`src/rtl/conv33_window_sched_pkg.sv`:
```
// Shared definitions for the 3x3 convolution window scheduler.
// Holds the controller state encoding, the default channel count and
// MAC latency, and a helper that sizes the latency counter.
package conv33_window_sched_pkg;

  typedef enum logic [2:0] {
    S_IDLE   = 3'd0,
    S_LOAD   = 3'd1,
    S_ISSUE  = 3'd2,
    S_WAIT   = 3'd3,
    S_RESULT = 3'd4
  } state_t;

  localparam int DEF_OUT_CH  = 8;
  localparam int DEF_MAC_LAT = 2;

  // Counter width able to hold MAC_LAT-1 (at least one bit).
  function automatic int lat_width(input int mac_lat);
    return (mac_lat > 1) ? $clog2(mac_lat) : 1;
  endfunction

endpackage

```
`src/rtl/conv33_lat_timer.sv`:
```
// Loadable down-counter that times the MAC latency.
// Ports:
//   clk, rst  clock and asynchronous active-high reset
//   clr       synchronous clear to zero (wins over load)
//   load      capture value into the counter
//   value     load value (normally MAC_LAT-1)
//   expire    high when the count is 1, or always when MAC_LAT==1
module conv33_lat_timer
  import conv33_window_sched_pkg::*;
#(
  parameter int MAC_LAT = DEF_MAC_LAT,
  parameter int TW      = lat_width(MAC_LAT)
) (
  input  logic          clk,
  input  logic          rst,
  input  logic          clr,
  input  logic          load,
  input  logic [TW-1:0] value,
  output logic          expire
);

  logic [TW-1:0] count_q;

  always_ff @(posedge clk or posedge rst) begin
    if (rst) begin
      count_q <= '0;
    end else if (clr) begin
      count_q <= '0;
    end else if (load) begin
      count_q <= value;
    end else if (count_q != '0) begin
      count_q <= count_q - TW'(1);
    end
  end

  // With a single-cycle MAC there is nothing to count down.
  assign expire = (MAC_LAT == 1) || (count_q == TW'(1));

endmodule

```
`src/rtl/conv33_window_sched.sv`:
```
// Sequencing controller for the 3x3 convolution input stage.
// Accepts one window, pulses the input-buffer load, then time-shares a
// single 3x3 MAC array across OUT_CH output channels, handing each channel
// result downstream with valid/ready backpressure.
// Ports:
//   clk, rst           clock, asynchronous active-high reset
//   flush              synchronous abort back to IDLE
//   win_valid/ready    upstream window handshake
//   inputbuf_load      one-cycle capture strobe for the input buffer
//   inputbuf_read_en   buffer output hold during compute
//   mac_en, weight_sel MAC issue strobe and weight bank for the channel
//   res_valid/ready    downstream result handshake
//   res_oc, res_last   channel tag and last-channel marker
//   busy, win_count    activity flag and completed-window counter
module conv33_window_sched
  import conv33_window_sched_pkg::*;
#(
  parameter int OUT_CH  = DEF_OUT_CH,
  parameter int OC_W    = 3,
  parameter int MAC_LAT = DEF_MAC_LAT,
  parameter int CNT_W   = 16
) (
  input  logic             clk,
  input  logic             rst,
  input  logic             flush,
  input  logic             win_valid,
  output logic             win_ready,
  output logic             inputbuf_load,
  output logic             inputbuf_read_en,
  output logic             mac_en,
  output logic [OC_W-1:0]  weight_sel,
  output logic             res_valid,
  input  logic             res_ready,
  output logic [OC_W-1:0]  res_oc,
  output logic             res_last,
  output logic             busy,
  output logic [CNT_W-1:0] win_count
);

  localparam int              TW       = lat_width(MAC_LAT);
  localparam logic [OC_W-1:0] OC_LAST  = OC_W'(OUT_CH - 1);
  localparam logic [TW-1:0]   LAT_LOAD = TW'(MAC_LAT - 1);

  state_t           state_q, state_d;
  logic [OC_W-1:0]  oc_q;
  logic [CNT_W-1:0] win_count_q;
  logic             oc_last;
  logic             lat_expire;

  assign oc_last = (oc_q == OC_LAST);

  conv33_lat_timer #(
    .MAC_LAT (MAC_LAT),
    .TW      (TW)
  ) u_lat_timer (
    .clk    (clk),
    .rst    (rst),
    .clr    (flush),
    .load   (state_q == S_ISSUE),
    .value  (LAT_LOAD),
    .expire (lat_expire)
  );

  // State register
  always_ff @(posedge clk or posedge rst) begin
    if (rst) state_q <= S_IDLE;
    else     state_q <= state_d;
  end

  // Next-state logic; flush overrides every transition
  always_comb begin
    state_d = state_q;
    if (flush) begin
      state_d = S_IDLE;
    end else begin
      case (state_q)
        S_IDLE:   if (win_valid) state_d = S_LOAD;
        S_LOAD:   state_d = S_ISSUE;
        S_ISSUE:  state_d = (MAC_LAT > 1) ? S_WAIT : S_RESULT;
        S_WAIT:   if (lat_expire) state_d = S_RESULT;
        S_RESULT: if (res_ready) state_d = oc_last ? S_IDLE : S_ISSUE;
        default:  state_d = S_IDLE;
      endcase
    end
  end

  // Channel index and completed-window counter
  always_ff @(posedge clk or posedge rst) begin
    if (rst) begin
      oc_q        <= '0;
      win_count_q <= '0;
    end else if (flush) begin
      oc_q <= '0;
    end else begin
      if (state_q == S_IDLE && win_valid) oc_q <= '0;
      if (state_q == S_RESULT && res_ready) begin
        if (oc_last) win_count_q <= win_count_q + CNT_W'(1);
        else         oc_q        <= oc_q + OC_W'(1);
      end
    end
  end

  // Outputs; accept is blocked while flush is asserted
  always_comb begin
    win_ready        = 1'b0;
    inputbuf_load    = 1'b0;
    inputbuf_read_en = 1'b0;
    mac_en           = 1'b0;
    weight_sel       = '0;
    res_valid        = 1'b0;
    res_oc           = '0;
    res_last         = 1'b0;
    busy             = 1'b1;
    case (state_q)
      S_IDLE: begin
        busy          = 1'b0;
        win_ready     = ~flush;
        inputbuf_load = win_valid & ~flush;
      end
      S_LOAD: begin
        weight_sel = oc_q;
      end
      S_ISSUE: begin
        inputbuf_read_en = 1'b1;
        mac_en           = 1'b1;
        weight_sel       = oc_q;
      end
      S_WAIT: begin
        inputbuf_read_en = 1'b1;
        weight_sel       = oc_q;
      end
      S_RESULT: begin
        inputbuf_read_en = 1'b1;
        weight_sel       = oc_q;
        res_valid        = 1'b1;
        res_oc           = oc_q;
        res_last         = oc_last;
      end
      default: begin
        busy = 1'b0;
      end
    endcase
  end

  assign win_count = win_count_q;

endmodule
```
`config.mk`:
```
export PLATFORM = sky130hd
export DESIGN_NAME = conv33_window_sched
export DESIGN_NICKNAME = d
export VERILOG_FILES = /design/src/rtl/conv33_window_sched_pkg.sv /design/src/rtl/conv33_lat_timer.sv /design/src/rtl/conv33_window_sched.sv
export SDC_FILE = /design/constraint.sdc
export NUM_CORES = 1
export LEC_CHECK = 0
export ABC_AREA = 1
export CORE_MARGIN = 3
export CORE_UTILIZATION = 53
export DETAILED_ROUTE_END_ITERATION = 10
export GPL_TIMING_DRIVEN = 0
export MAX_ROUTING_LAYER = met4
export PLACE_DENSITY = 0.92
export SETUP_SLACK_MARGIN = 0.4
export SYNTH_ARGS = -nofsm -noshare
export SYNTH_HDL_FRONTEND = slang
export SYNTH_SLANG_ARGS = --single-unit
```
`constraint.sdc`:
```
create_clock -name clk -period 3.5 [get_ports clk]
set_input_delay 0.7 -clock clk [delete_from_list [all_inputs] [get_ports clk]]
set_output_delay 0.7 -clock clk [all_outputs]
set_load 0.02 [all_outputs]
```
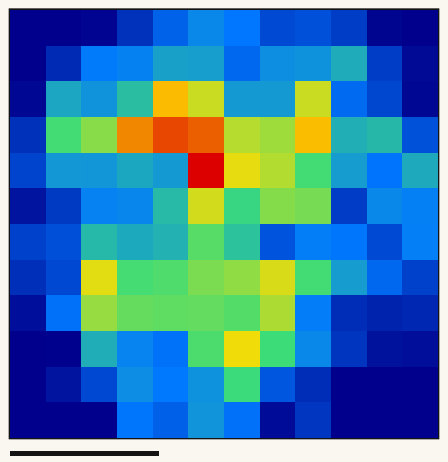
Fig. 1. Signal metal coverage by tile (run 1).
Bar = 20 µm. 12 x 12 tiles, from dark blue (low) to red (high), scaled to the fullest tile. Values are wire area over tile area, all layers added.
mean over tiles: 0.13
densest ninth of the die: centre
nearly empty tiles: 14%
fullest tile: 0.41

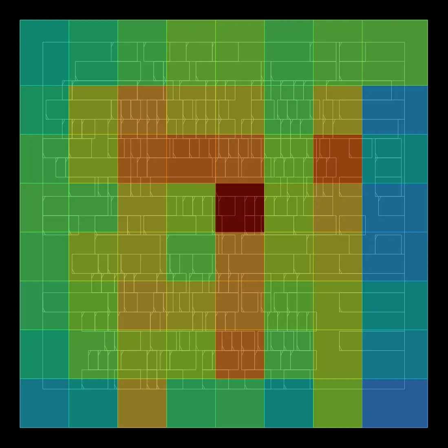
Fig. 2. Routing congestion (run 1).
met3 Resource Use GR: 2.715%
M2 GR Usage: 28.87%
final core occ: 72.12%
M1 GR Usage: 24.25%

==> results.py, run 1 <==
# Flow results
metrics = {
    "status": {
        "outcome": "completed",
    },
    "sta": {
        "clock.fmax_ghz": 0.3487,
        "slew_headroom_pct": 44.58,
        "setup_viol": 0,
        "hold_viol_final": 0,
    },
    "clocking": {
        "clk_latency_ns": 0.31,
        "cts_buffers": 3,
        "cts.htree.levels": 1,
        "cts_root_buf": "clkbuf_4",
    },
    "route": {
        "dr.pass1.iters": 4,
        "vias_per_cell": 4.901,
        "drc": 0,
    },
    "placed_design": {
        "place_area_um2": 1775,
    },
    "critical_path": {
        "reg2reg_to": "win_count[12]",
    },
    "yosys": {
        "synthesis.area_um2": 1408,
        "ys_async_sr_fraction_pct": 100.0,
        "ys_warn_count": 0,
    },
    "floorplan": {
        "fp.dieW_um": 57.54,
        "fp_util_pct": 56.31,
    },
    "finish": {
        "lay_top_count": "nand2_1",
        "final_nets": 231,
        "n_all_inverters": 28,
        "num-clock-buffers": 3,
        "ff_count": 23,
        "final_layout_top_logic_cells": "nand2_1 (53), clkdlybuf4s50_1 (33), inv_1 (27), nor2_1 (27), dfrtp_1 (23)",
    },
    "flow_run": {
        "maxCapViolCount": 0,
    },
}
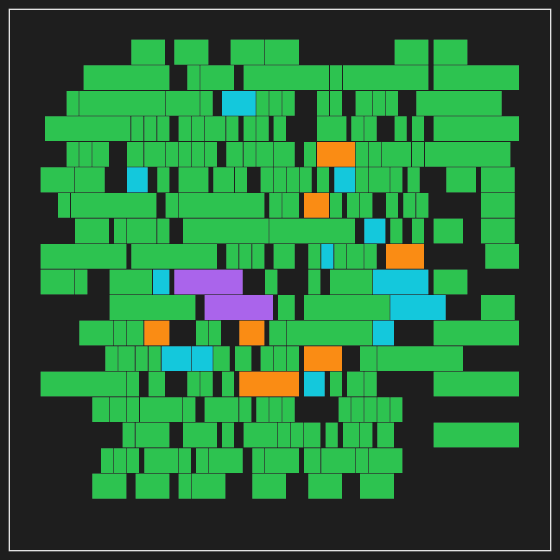
Fig. 3. Sizing map (run 1).
| size | colour | cells | share |
|---|---|---|---|
| drive 2 | cyan | 12 | 5.4% |
| drive 3 to 4 | orange | 7 | 3.2% |
| drive 1 or less | green | 201 | 91% |
| drive 6 and up | purple | 2 | 0.90% |
Non-Clock Buffer Count: 34
Area growth syn-to-layout: 28.09%
worst setup margin: 0.6321 ns
post-route cell area: 1803 µm²

run 1: cell families (layout without fill, tap and decap cells):
| logic type | count (synthesis) | count (layout) | share of synthesized area (%) |
|---|---|---|---|
| fa+ha+maj | 3 | 3 | 2.667 |
| simple gates | 108 | 108 | 36.00 |
| buf+inv | 29 | 66 | 8.889 |
| xor+xnor | 9 | 9 | 6.667 |
| compound gates | 13 | 13 | 4.889 |
| flops | 23 | 23 | 40.89 |
run 1: power groups by stage:
stage	sequential [mW]	clock, mW	combinational [mW]
floorplan	0.292	0	0.0822
global placement	0.294	0	0.133
detailed placement	0.295	0	0.134
CTS	0.289	0.128	0.134
global route	0.291	0.137	0.146
finish	0.289	0.125	0.133
run 1: state kept, by name, summed over array words and instances (netlist names):
name	flops
u_lat_timer.expire	1
win_count	16
state_q	3
oc_q	3
## Run 2: what changed since run 1
CORE_UTILIZATION = 44   (was 53)
PLACE_DENSITY = 0.82   (was 0.92)
clock period = 2.3 ns   (was 3.5 ns; I/O delays follow)
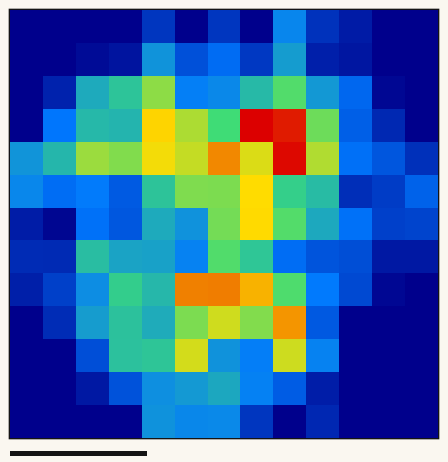
Fig. 4. Signal metal coverage by tile (run 2).
Bar = 20 µm. 13 x 13 tiles, from dark blue (low) to red (high), scaled to the fullest tile. Values are wire area over tile area, all layers added.
mean over tiles: 0.13
emptiest ninth of the die: south-east
densest ninth of the die: centre

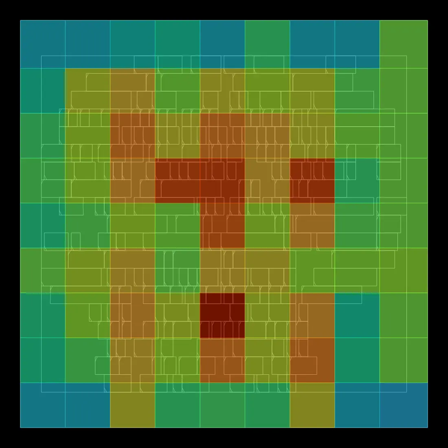
Fig. 5. Routing congestion (run 2).
final core occ: 66.74%
Tot GR Track Use: 18.09%
M2 GR Usage: 29.83%
WL/cell: 11.89 µm
M1 GR Usage: 22.64%

==> run 2 against run 1 <==
Against the previous run:
- critical path depth increased by 1
- area after synthesis unchanged
- non-clock buffer count increased by 9
- via count increased by 7.2%
- worst setup slack got worse by 0.26 ns
- clock power increased by 49%
- flip-flop count unchanged
- sequential power increased by 53%
- combinational power increased by 110%
- cell area increased by 7.4%
- core utilization decreased by 5.4 points
- critical path type is now reg -> out
- highest routed layer unchanged
==> results.py, run 2 <==
# Flow results
metrics = {
    "flow_run": {
        "maxCapViolCount": 0,
    },
    "clocking": {
        "clk_latency_ns": 0.31,
        "cts_buffers": 3,
        "cts_root_buf": "clkbuf_4",
    },
    "finish": {
        "lay_top_count": "nand2_1",
        "n_all_buffers": 43,
        "num-clock-buffers": 3,
        "final_layout_top_logic_cells": "nand2_1 (51), inv_1 (27), nor2_1 (22), dfrtp_1 (19), buf_4 (12)",
        "syn2layout_area_growth_pct": 37.51,
        "largest_reg_flops": 16,
        "n_all_inverters": 28,
        "final_nets": 240,
    },
    "yosys": {
        "ys_async_sr_fraction_pct": 100.0,
        "mux_share_pct": 0,
        "synth-simple-area-share_pct": 36.00,
        "ys_warn_count": 0,
        "synthesis.area_um2": 1408,
        "synth_xor_xnor_area_share_pct": 6.667,
        "ys_sh_adder_pct": 2.667,
        "top_logic_kind": "simple AND/OR/NAND/NOR gates",
    },
    "route": {
        "drc": 0,
    },
    "sta": {
        "clock.fmax_ghz": 0.5175,
        "setup_viol": 0,
        "slew_headroom_pct": 45.30,
    },
    "critical_path": {
        "reg2reg_to": "win_count[12]",
    },
    "grt": {
        "grtUsageMet3_pct": 3.957,
    },
    "status": {
        "outcome": "completed",
    },
}
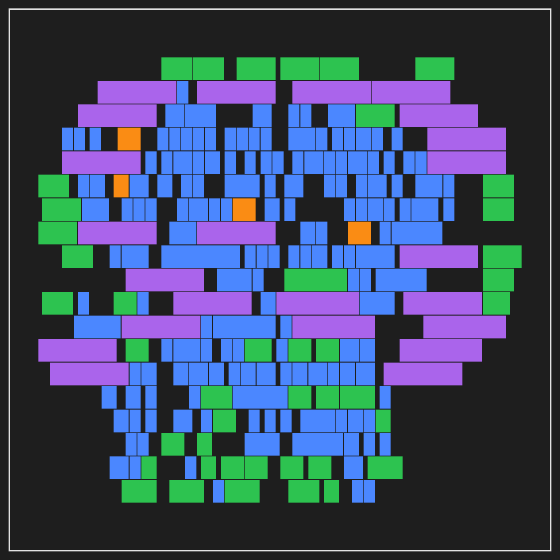
Fig. 6. Cell classes on the final placement (run 2).
| class | colour | cells |
|---|---|---|
| other buffers and delay cells | green | 43 |
| clock drivers and dummy loads | orange | 4 |
| all other logic | blue | 161 |
| flip-flops | purple | 23 |
core area: 2900 µm²
sequential cell area share: 29.99%
post-route cell area: 1936 µm²
row count: 19

==> run 2: cell count changes in the layout (fill, tap and decap cells not counted), sizes merged <==
| cell | change |
|---|---|
| clkdlybuf4s50 | -23 |
| dlymetal6s2s | +8 |
| clkbuf | +1 |
| dlygate4sd2 | +2 |
| buf | +21 |
==> run 2: stage by stage <==
stage                     instance area, µm²  utilization (%)  setup WS, ns  std cells
after floorplan                         1408                -        0.6960        185
after global placement                  1790            61.73       -0.1069        260
after detailed placement                1790            61.73      -0.09220        260
after CTS                               1921            66.22        0.3021        272
after global routing                    1936            66.74        0.2899        273
final                                   1936            66.74        0.3675        273
==> run 2: report_power, final <==
part	leakage, nW	internal [mW]	switching, mW
logic	0.776	0.120	0.161
registers	0.301	0.419	0.0221
clock network	0.0177	0.0651	0.121
## Run 3: what changed since run 2
clock period = 1.65 ns   (was 2.3 ns; I/O delays follow)
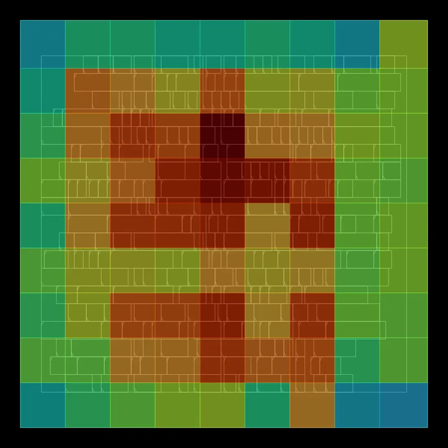
Fig. 7. Routing congestion (run 3).
Tot GR Track Use: 24.79%
M1 GR Usage: 28.69%
WL/cell: 16.92 µm
final core occ: 82.92%
M2 GR Usage: 43.68%

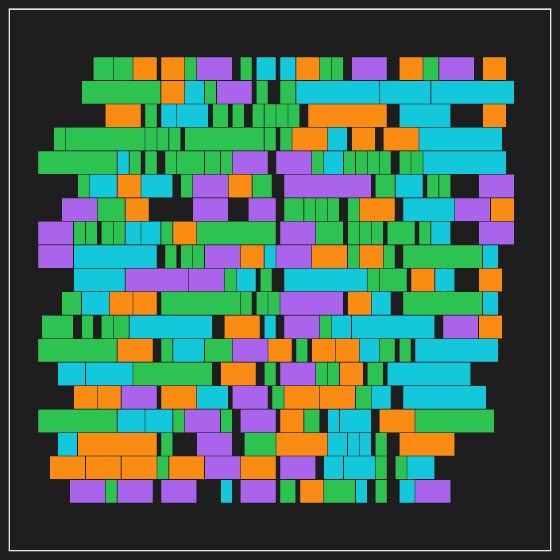
Fig. 8. Sizing map (run 3).
| size | colour | cells | share |
|---|---|---|---|
| drive 6 and up | purple | 38 | 15% |
| drive 2 | cyan | 58 | 22% |
| drive 3 to 4 | orange | 50 | 19% |
| drive 1 or less | green | 113 | 44% |

==> run 3 against run 2 <==
Against the previous run:
- the flow now finishes with violations (setup timing)
- die size is the same
- cell count rose by 10%
- register-to-register slack worse by 0.87 ns
- first-iteration DRC count rose to 2.8 times the previous value
- cell area increased by 24%
- via count up 21%
- flip-flop count unchanged
==> results.py, run 3 <==
# Flow results
metrics = {
    "finish": {
        "n_all_buffers": 71,
        "n_all_inverters": 28,
        "largest_reg_flops": 16,
        "ff_count": 23,
        "final_nets": 268,
        "num-clock-buffers": 3,
        "final_layout_top_logic_cells": "nand2_1 (40), buf_6 (34), buf_4 (26), inv_1 (19), nor2_1 (17)",
        "syn2layout_area_growth_pct": 70.84,
        "final_cells": 301,
        "fin_area_um2": 2405,
    },
    "yosys": {
        "ys_sh_adder_pct": 2.667,
        "ys_sh_aoi_pct": 4.889,
        "ys_warn_count": 0,
        "ys_async_sr_fraction_pct": 100.0,
    },
    "flow_run": {
        "maxCapViolCount": 0,
    },
    "sta": {
        "slew_headroom_pct": 41.32,
        "hold_viol_final": 0,
        "setup_viol": 24,
        "layout_setup_ws_ns": -0.2296,
    },
    "placed_design": {
        "place_area_um2": 1893,
    },
    "power": {
        "p_sw_share_pct": 36.21,
        "combPwrFrac_pct": 37.1,
        "pg_clk_uw": 265,
        "clkPwrFrac_pct": 18.7,
    },
    "status": {
        "outcome": "finished with violations",
        "violations": "setup timing",
    },
    "clocking": {
        "clk_latency_ns": 0.31,
        "cts_root_buf": "clkbuf_4",
        "cts_buffers": 3,
    },
    "route": {
        "dr.pass1.iters": 4,
    },
    "floorplan": {
        "rows": 19,
        "fp.dieW_um": 62.56,
    },
}
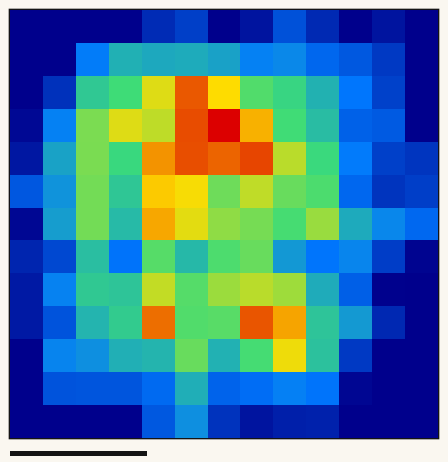
Fig. 9. Signal metal coverage by tile (run 3).
Bar = 20 µm. 13 x 13 tiles, from dark blue (low) to red (high), scaled to the fullest tile. Values are wire area over tile area, all layers added.
tiles over half the peak: 28%
densest ninth of the die: centre
nearly empty tiles: 20%
emptiest ninth of the die: south-east
fullest tile: 0.66
mean over tiles: 0.22
Routed Wire Length: 5.092 mm
DR vias: 1606

-- run 3: cell counts after synthesis --
No cell type changed its count.
-- run 3: worst max-delay path, delay by kind of cell (launching register included) --
family	cells	cell delay [ns]
AND/OR/NAND/NOR	3	0.41
buffers and inverters	2	0.34
flip-flops	1	0.49
-- run 3: repair_timing --
item / CTS / global route
setup endpoints to repair: 51 / 47
hold endpoints to repair: 0 / 0
gates resized: 191 / 31
gates cloned: 1 / 0
setup buffers: 31 / 5
pin swaps: 24 / 9
-- run 3: path summary, 6_finish.rpt --
check,startpoint,end,cells after the start
setup / recovery,state_q[0],res_oc[2],5
hold / removal,flush,oc_q[2],2
setup reg to reg,state_q[0],oc_q[0],11
hold reg to reg,u_lat_timer.expire,state_q[1],2
max in group asynchronous,rst,win_count[10],2
min in group asynchronous,rst,win_count[11],2

==> screenshots <==
Local utilization.
shot_01.png
Bar = 20 µm. 6 x 6 tiles, from dark blue (low) to red (high), 0 to 100% covered.
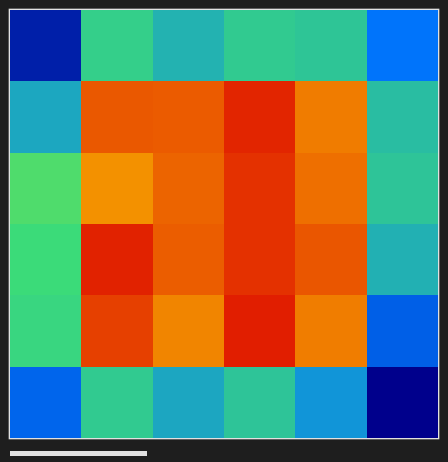
shot_02.png
Bar = 20 µm. 6 x 6 tiles, from dark blue (low) to red (high), 0 to 100% covered.
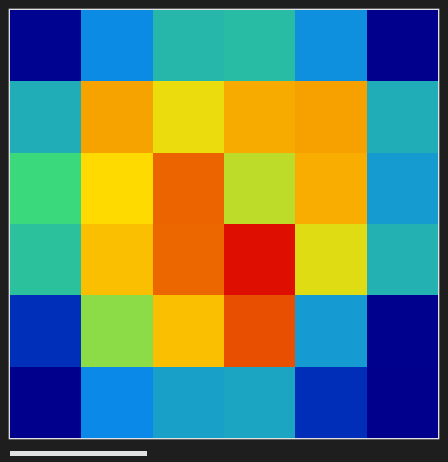
shot_03.png
Bar = 20 µm. 12 x 12 tiles, from dark blue (low) to red (high), 0 to 100% covered.
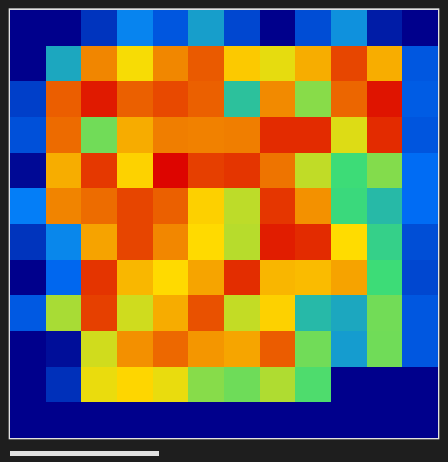
Of these, smallest die: shot_03.png
run 1 -> shot_03.png
run 2 -> shot_02.png
run 3 -> shot_01.png

Key to shot_01.png:
nearly empty tiles: 2.8%
emptiest ninth of the die: south-east
tiles over 75% full: 44%
mean over tiles: 60%

No activity file was given, so power comes from the tool's default toggle rates.
